Run 1, metal 1:
The bar under the picture is 20 um long. Supply wires on this layer in gray.
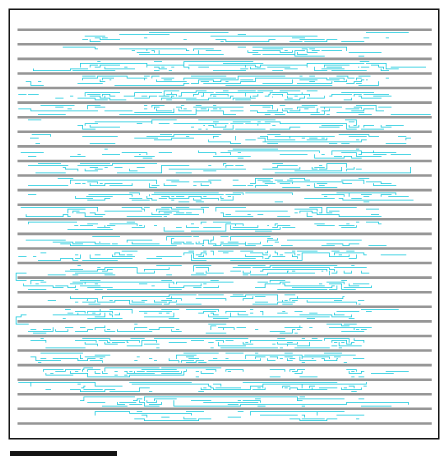
Run 1, M2 wires:
Cells faint in the background.
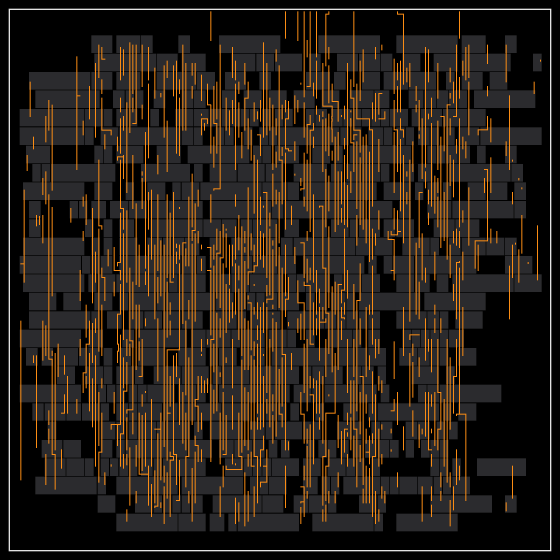
Run 1, the metal 3 layer:
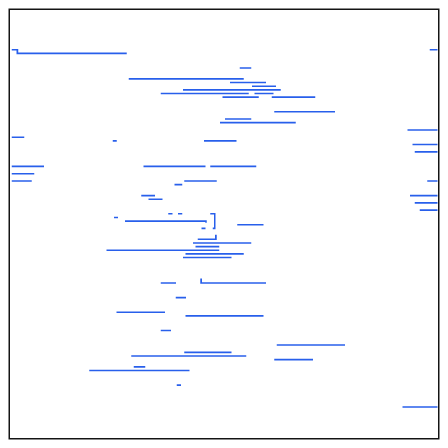
Run 1, met4 routing:
Supply wires on this layer in gray.
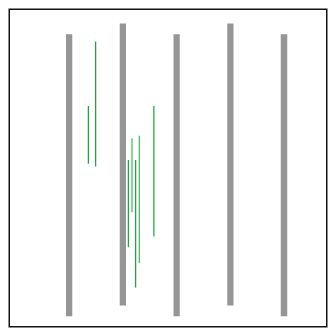
$ cat config.mk
export PLATFORM = sky130hd
export DESIGN_NAME = button_debounce_conditioner_flat
export DESIGN_NICKNAME = d
export VERILOG_FILES = /design/src/rtl/button_debounce_conditioner_if.sv /design/src/rtl/button_debounce_conditioner.sv /design/src/flat_wrapper.sv
export SDC_FILE = /design/constraint.sdc
export NUM_CORES = 1
export LEC_CHECK = 0
export ABC_AREA = 1
export ABC_CLOCK_PERIOD_IN_PS = 1400
export CAP_MARGIN = 30
export CORE_UTILIZATION = 50
export DETAILED_ROUTE_END_ITERATION = 16
export PLACE_DENSITY = 0.71
export SLEW_MARGIN = 20
export SYNTH_ARGS = -nofsm -noshare
export SYNTH_HDL_FRONTEND = slang
export SYNTH_SLANG_ARGS = --single-unit
$ cat constraint.sdc
create_clock -name clk_clk -period 1.4 [get_ports clk_clk]
set_input_delay 0.42 -clock clk_clk [delete_from_list [all_inputs] [get_ports clk_clk]]
set_output_delay 0.42 -clock clk_clk [all_outputs]
set_load 0.02 [all_outputs]
$ cat src/rtl/button_debounce_conditioner_if.sv
// Button conditioner signal bundle: raw pin and count clear in, conditioned level and events out.
// slave = conditioner side, master = consumer/driver side.
interface button_debounce_conditioner_if #(
    parameter int CNT_W = 16
);
    logic             btn_raw_in;
    logic             clear_count;
    logic             btn_level_out;
    logic             press_pulse;
    logic             release_pulse;
    logic             long_press_pulse;
    logic [CNT_W-1:0] press_count;

    modport master (
        output btn_raw_in,
        output clear_count,
        input  btn_level_out,
        input  press_pulse,
        input  release_pulse,
        input  long_press_pulse,
        input  press_count
    );

    modport slave (
        input  btn_raw_in,
        input  clear_count,
        output btn_level_out,
        output press_pulse,
        output release_pulse,
        output long_press_pulse,
        output press_count
    );
endinterface

$ cat src/rtl/button_debounce_conditioner.sv
// Push-button conditioner: 2-FF sync, polarity fix, debounce FSM, press/release pulses, press counter.
// Latency: raw sampled at edge N -> level/pulse at edge N+2+DEBOUNCE_CYCLES; no backpressure, pulses are fire-and-forget.
// Optional long-press event when BUTTON_LONG_PRESS_EN is defined; otherwise long_press_pulse is tied low.
module button_debounce_conditioner #(
    parameter int DEBOUNCE_CYCLES   = 1000000,
    parameter int LONG_PRESS_CYCLES = 50000000,
    parameter bit BTN_ACTIVE_LOW    = 1'b1,
    parameter int CNT_W             = 16
) (
    input  logic                                clk_clk,
    input  logic                                reset_reset_n,
    button_debounce_conditioner_if.slave        btn
);

    localparam int DB_W = $clog2(DEBOUNCE_CYCLES + 1);
    localparam logic [DB_W-1:0] DB_ONE  = DB_W'(1);
    localparam logic [DB_W-1:0] DB_LAST = DB_W'(DEBOUNCE_CYCLES - 1);
    localparam logic [DB_W-1:0] DB_MAX  = DB_W'(DEBOUNCE_CYCLES);
    localparam logic [CNT_W-1:0] CNT_ONE = CNT_W'(1);

    if (DEBOUNCE_CYCLES < 2) begin : g_chk_db
        $error("DEBOUNCE_CYCLES must be at least 2");
    end
    if (LONG_PRESS_CYCLES <= DEBOUNCE_CYCLES) begin : g_chk_lp
        $error("LONG_PRESS_CYCLES must exceed DEBOUNCE_CYCLES");
    end

    typedef enum logic [1:0] {
        ST_IDLE,
        ST_PRESS_WAIT,
        ST_PRESSED,
        ST_RELEASE_WAIT
    } state_t;

    // Third flop holds the normalised sample so the FSM sees 's' two edges after first capture.
    logic sync1_q, sync2_q, s_q;

    always_ff @(posedge clk_clk or negedge reset_reset_n) begin
        if (!reset_reset_n) begin
            sync1_q <= BTN_ACTIVE_LOW;
            sync2_q <= BTN_ACTIVE_LOW;
            s_q     <= 1'b0;
        end else begin
            sync1_q <= btn.btn_raw_in;
            sync2_q <= sync1_q;
            s_q     <= sync2_q ^ BTN_ACTIVE_LOW;
        end
    end

    state_t           state_q, state_d;
    logic [DB_W-1:0]  dbc_q, dbc_d;

    always_ff @(posedge clk_clk or negedge reset_reset_n) begin
        if (!reset_reset_n) begin
            state_q <= ST_IDLE;
            dbc_q   <= '0;
        end else begin
            state_q <= state_d;
            dbc_q   <= dbc_d;
        end
    end

    always_comb begin
        state_d = state_q;
        dbc_d   = dbc_q;
        case (state_q)
            ST_IDLE: begin
                if (s_q) begin
                    state_d = ST_PRESS_WAIT;
                    dbc_d   = DB_ONE;
                end
            end
            ST_PRESS_WAIT: begin
                if (!s_q) begin
                    state_d = ST_IDLE;
                    dbc_d   = '0;
                end else if (dbc_q == DB_LAST) begin
                    state_d = ST_PRESSED;
                    dbc_d   = '0;
                end else if (dbc_q != DB_MAX) begin
                    dbc_d = dbc_q + DB_ONE;
                end
            end
            ST_PRESSED: begin
                if (!s_q) begin
                    state_d = ST_RELEASE_WAIT;
                    dbc_d   = DB_ONE;
                end
            end
            ST_RELEASE_WAIT: begin
                if (s_q) begin
                    state_d = ST_PRESSED;
                    dbc_d   = '0;
                end else if (dbc_q == DB_LAST) begin
                    state_d = ST_IDLE;
                    dbc_d   = '0;
                end else if (dbc_q != DB_MAX) begin
                    dbc_d = dbc_q + DB_ONE;
                end
            end
            default: begin
                state_d = ST_IDLE;
                dbc_d   = '0;
            end
        endcase
    end

    logic level_d, press_d, release_d;

    always_comb begin
        level_d   = (state_d == ST_PRESSED) || (state_d == ST_RELEASE_WAIT);
        press_d   = (state_q == ST_PRESS_WAIT) && (state_d == ST_PRESSED);
        release_d = (state_q == ST_RELEASE_WAIT) && (state_d == ST_IDLE);
    end

    // A clear coinciding with an accepted press leaves the count at one.
    logic [CNT_W-1:0] cnt_q, cnt_d;

    always_comb begin
        cnt_d = cnt_q;
        if (press_d) begin
            cnt_d = btn.clear_count ? CNT_ONE : cnt_q + CNT_ONE;
        end else if (btn.clear_count) begin
            cnt_d = '0;
        end
    end

    logic level_q, press_q, release_q;

    always_ff @(posedge clk_clk or negedge reset_reset_n) begin
        if (!reset_reset_n) begin
            level_q   <= 1'b0;
            press_q   <= 1'b0;
            release_q <= 1'b0;
            cnt_q     <= '0;
        end else begin
            level_q   <= level_d;
            press_q   <= press_d;
            release_q <= release_d;
            cnt_q     <= cnt_d;
        end
    end

    assign btn.btn_level_out = level_q;
    assign btn.press_pulse   = press_q;
    assign btn.release_pulse = release_q;
    assign btn.press_count   = cnt_q;

`ifdef BUTTON_LONG_PRESS_EN
    localparam int LP_W = $clog2(LONG_PRESS_CYCLES + 1);
    localparam logic [LP_W-1:0] LP_ONE  = LP_W'(1);
    localparam logic [LP_W-1:0] LP_LAST = LP_W'(LONG_PRESS_CYCLES - 1);
    localparam logic [LP_W-1:0] LP_MAX  = LP_W'(LONG_PRESS_CYCLES);

    logic [LP_W-1:0] lpt_q, lpt_d;
    logic            long_q, long_d;

    // Timer parks at LONG_PRESS_CYCLES so the event fires at most once per press.
    always_comb begin
        lpt_d  = lpt_q;
        long_d = 1'b0;
        if ((state_q == ST_PRESSED) || (state_q == ST_RELEASE_WAIT)) begin
            long_d = (lpt_q == LP_LAST);
            if (lpt_q != LP_MAX) begin
                lpt_d = lpt_q + LP_ONE;
            end
        end
        if (press_d || (state_d == ST_IDLE)) begin
            lpt_d = '0;
        end
    end

    always_ff @(posedge clk_clk or negedge reset_reset_n) begin
        if (!reset_reset_n) begin
            lpt_q  <= '0;
            long_q <= 1'b0;
        end else begin
            lpt_q  <= lpt_d;
            long_q <= long_d;
        end
    end

    assign btn.long_press_pulse = long_q;
`else
    assign btn.long_press_pulse = 1'b0;
`endif

endmodule

$ cat src/flat_wrapper.sv
// flat-port wrapper written by rule: the top's interface ports become plain ports
module button_debounce_conditioner_flat 
#(
    parameter int DEBOUNCE_CYCLES   = 1000000,
    parameter int LONG_PRESS_CYCLES = 50000000,
    parameter bit BTN_ACTIVE_LOW    = 1'b1,
    parameter int CNT_W             = 16
)
  (clk_clk, reset_reset_n, btn_btn_raw_in, btn_clear_count, btn_btn_level_out, btn_press_pulse, btn_release_pulse, btn_long_press_pulse, btn_press_count);
  button_debounce_conditioner_if #(.CNT_W(CNT_W)) btn_i ();
  input  logic clk_clk;
  input  logic reset_reset_n;
  input wire logic [$bits(btn_i.btn_raw_in)-1:0] btn_btn_raw_in;
  input wire logic [$bits(btn_i.clear_count)-1:0] btn_clear_count;
  output wire logic [$bits(btn_i.btn_level_out)-1:0] btn_btn_level_out;
  output wire logic [$bits(btn_i.press_pulse)-1:0] btn_press_pulse;
  output wire logic [$bits(btn_i.release_pulse)-1:0] btn_release_pulse;
  output wire logic [$bits(btn_i.long_press_pulse)-1:0] btn_long_press_pulse;
  output wire logic [$bits(btn_i.press_count)-1:0] btn_press_count;
  assign btn_i.btn_raw_in = btn_btn_raw_in;
  assign btn_i.clear_count = btn_clear_count;
  assign btn_btn_level_out = btn_i.btn_level_out;
  assign btn_press_pulse = btn_i.press_pulse;
  assign btn_release_pulse = btn_i.release_pulse;
  assign btn_long_press_pulse = btn_i.long_press_pulse;
  assign btn_press_count = btn_i.press_count;
  button_debounce_conditioner #(.DEBOUNCE_CYCLES(DEBOUNCE_CYCLES), .LONG_PRESS_CYCLES(LONG_PRESS_CYCLES), .BTN_ACTIVE_LOW(BTN_ACTIVE_LOW), .CNT_W(CNT_W)) u_core (.clk_clk(clk_clk), .reset_reset_n(reset_reset_n), .btn(btn_i));
endmodule
==> metrics.cfg, run 1 <==
[sta]
finalSetupViolations=38
tns_setup_ns=-4.71
setup_slack_ns=-0.176
unrepaired_setup_endpoints_after_global_routing=yes
timing.fmax_mhz=635

[floorplan]
chip_area_mm2=0.00637
placement_rows=27
num_io_pins=24

[global_route]
grt_overflow_total=0
overall_global_routing_resource_usage=0.267
grt_most_used_layer=met2

[synthesis]
synth-edff-count=0
synth-xor-area-share=0.0231
ys_seq_share=0.364
synth_stat.cells=417
ys_area_mm2=0.00303
mux_area_fraction=0
netlist.top_cell.by_instances=sky130_fd_sc_hd__nand2_1
netlist_instances=417
avgSynthCellArea_um2=7.26

[place]
detailed_place.area_mm2=0.00380
detailed_place_hpwl_mm=5.64

[critical_path]
cp.arrival_ns=1.78
regToRegStartpoint=u_core.dbc_q[7]$_DFFE_PN0P_
worstPathRequired_ns=1.60

[power_and_ir_drop]
switching_share=0.255
combPwrFrac=0.101
top_power_group=sequential cells
power.clock.fraction=0.397

[final_layout]
count_of_inserted_antenna_diode_cells=0
num-nets-final=521

[detailed_routing]
wl_per_cell_um=14.1
via_per_inst=5.34

[run_status]
violations=negative setup slack
status=finished, violations left

[clocking]
clkSinkCount=44
cts_tree=done

Notes on 'metal 1' above:
- share of all routed wire: 45%
- main direction: horizontal
total detailed-routing wirelength: 8.27 mm
met1 global-route usage: 0.369

Notes on 'M2 wires' above:
- wire length on this layer: 3,940 um
- nets with wire on the layer: 436
- longest straight run: 29.7 um
met2 layer usage reported by global route: 0.425
count of vias placed by the detailed router: 3,137

Notes on 'the metal 3 layer' above:
- nets with wire on the layer: 47
- wire length on this layer: 417 um
- share of all routed wire: 5.0%
- main direction: horizontal
- longest straight run: 21.2 um
met3 global-route usage: 0.0389

Notes on 'met4 routing' above:
- share of all routed wire: 2.2%
- nets with wire on the layer: 7

-- run 1: critical path: cells and delay by family, from the launching register on --
kind          cells  cell delay, ns
flops             1            0.47
xor+xnor          1            0.14
buf+inv           1            0.19
simple gates      4            0.67
-- run 1: cell type report --
| type | count | area, um2 |
|---|---|---|
| repair buffers | 101 | 845 |
| flip-flops and latches | 44 | 1110 |
| clock inverters | 3 | 46.3 |
| multi-input cells | 318 | 1900 |
| fillers | 435 | 1450 |
| well taps | 72 | 90.1 |
| inverters | 44 | 176 |
| clock buffers | 5 | 68.8 |
-- run 1: what timing repair did --
| item | CTS | global route |
|---|---|---|
| gates cloned | 0 | 1 |
| setup buffers | 6 | 8 |
| gates resized | 87 | 60 |
| hold buffers | 0 | 0 |
| endpoints found under the setup margin | 58 | 55 |
| pin swaps | 14 | 18 |
==> inputs of run 2 (changes only) <==
--- a/config.mk
+++ b/config.mk
@@ -8,9 +8,11 @@
 export ABC_AREA = 1
 export ABC_CLOCK_PERIOD_IN_PS = 1400
 export CAP_MARGIN = 30
-export CORE_UTILIZATION = 50
+export CELL_PAD_IN_SITES_DETAIL_PLACEMENT = 0
+export CELL_PAD_IN_SITES_GLOBAL_PLACEMENT = 1
+export CORE_UTILIZATION = 39
 export DETAILED_ROUTE_END_ITERATION = 16
-export PLACE_DENSITY = 0.71
+export PLACE_DENSITY = 0.75
 export SLEW_MARGIN = 20
 export SYNTH_ARGS = -nofsm -noshare
 export SYNTH_HDL_FRONTEND = slang
Run 2, routed metal per tile:
18 x 18 tiles, from dark blue (low) to red (high), scaled to the fullest tile. Values are wire area over tile area, all layers added.
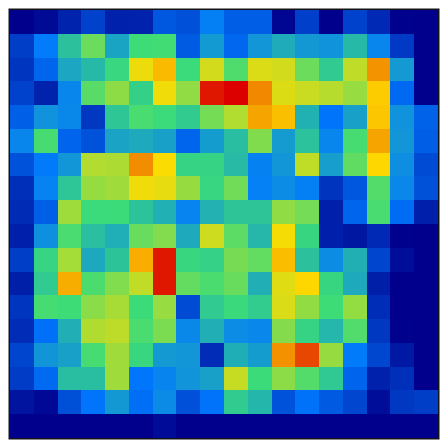
- tiles over half the peak: 30%
- fullest tile: 0.44
- nearly empty tiles: 11%
count of vias placed by the detailed router: 3,093
average detailed-routed wire length per instance: 13.2 um
overall global routing resource usage: 0.214
total detailed-routing wirelength: 8.27 mm

Run 2, metal 1:
The bar under the picture is 20 um long. Supply wires on this layer in gray.
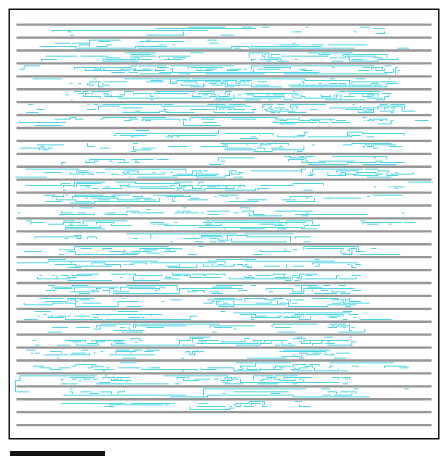
- longest straight run: 33.6 um
- wire length on this layer: 4,150 um
- main direction: horizontal
- share of all routed wire: 50%
met1 global-route usage: 0.303

==> run 2 against run 1 <==
Effect of this change: the run still ends with negative setup slack left; non-clock buffer count grew 12; sequential share of layout area decreased by 1.1 points; total power grew 0.33%; routed wire length is essentially flat; via count fell by 1.4%; final cell count rose by 6.5%; clock power is 4% higher; global-route usage is 5.3 points lower; first-iteration DRC count fell by 32%; synthesized area unchanged; sequential cell count unchanged; core utilization is 15 points lower; critical endpoint is now u_core.btn.press_count[8]$_DFFE_PN0P_; highest routed layer unchanged.
==> metrics.cfg, run 2 <==
[critical_path]
timing.critical_path.buf_inv=1
path_delay_family=simple AND/OR/NAND/NOR gates
regToRegStartpoint=u_core.dbc_q[0]$_DFFE_PN0P_

[sta]
unrepaired_setup_endpoints_after_global_routing=yes
finalSetupViolations=37
timing.fmax_mhz=638
setup_slack_ns=-0.168
tns_setup_ns=-3.88

[power_and_ir_drop]
power.clock.fraction=0.411
top_power_group=sequential cells
combPwrFrac=0.090

[synthesis]
ys_seq_share=0.364
mux_area_fraction=0
synth_stat.cells=417
netlist_instances=417

[final_layout]
number_of_sequential_storage_elements=44
count_of_inserted_antenna_diode_cells=0
seq-cell-share=0.251
logic_gate_count=317
area_share_nonclk_buffers=0.207
comb_area_frac=0.450
clock_tree_area_fraction=0.0261
layout.non_clock_inverters=44
signal_buffers=113
num-nets-final=532
dominant_cells=multi-input combinational cells

[place]
detailed_place_hpwl_mm=5.85

[global_route]
grt_overflow_total=0

[run_status]
status=finished, violations left
violations=negative setup slack

[floorplan]
num_io_pins=24
nWellTaps=99

[clocking]
hold_buffers=0
clkSinkCount=44
cts_tree=done

## run 2: cell families after synthesis
| group | Yosys count |
|---|---|
| flip-flops | 44 |
| adder cells (fa/ha/maj) | 3 |
| AND-OR/OR-AND | 33 |
| AND/OR/NAND/NOR | 272 |
| buffers and inverters | 56 |
| XOR/XNOR | 8 |
| other | 1 |
## run 2: what timing repair did
| action | CTS | global route |
|---|---|---|
| cloned | 0 | 1 |
| setup buffers | 4 | 10 |
| setup endpoints to repair | 58 | 56 |
| endpoints found under the hold margin | 0 | 0 |
| gates resized | 86 | 70 |
| pin swaps | 10 | 22 |
## run 2: layer usage
metal | global-route usage | share of wire
met5 | 0 | 0
met4 | 0.0524 | 0.013
met3 | 0.0347 | 0.031
met2 | 0.340 | 0.45
met1 | 0.303 | 0.50
Power and IR drop assume default switching activity.
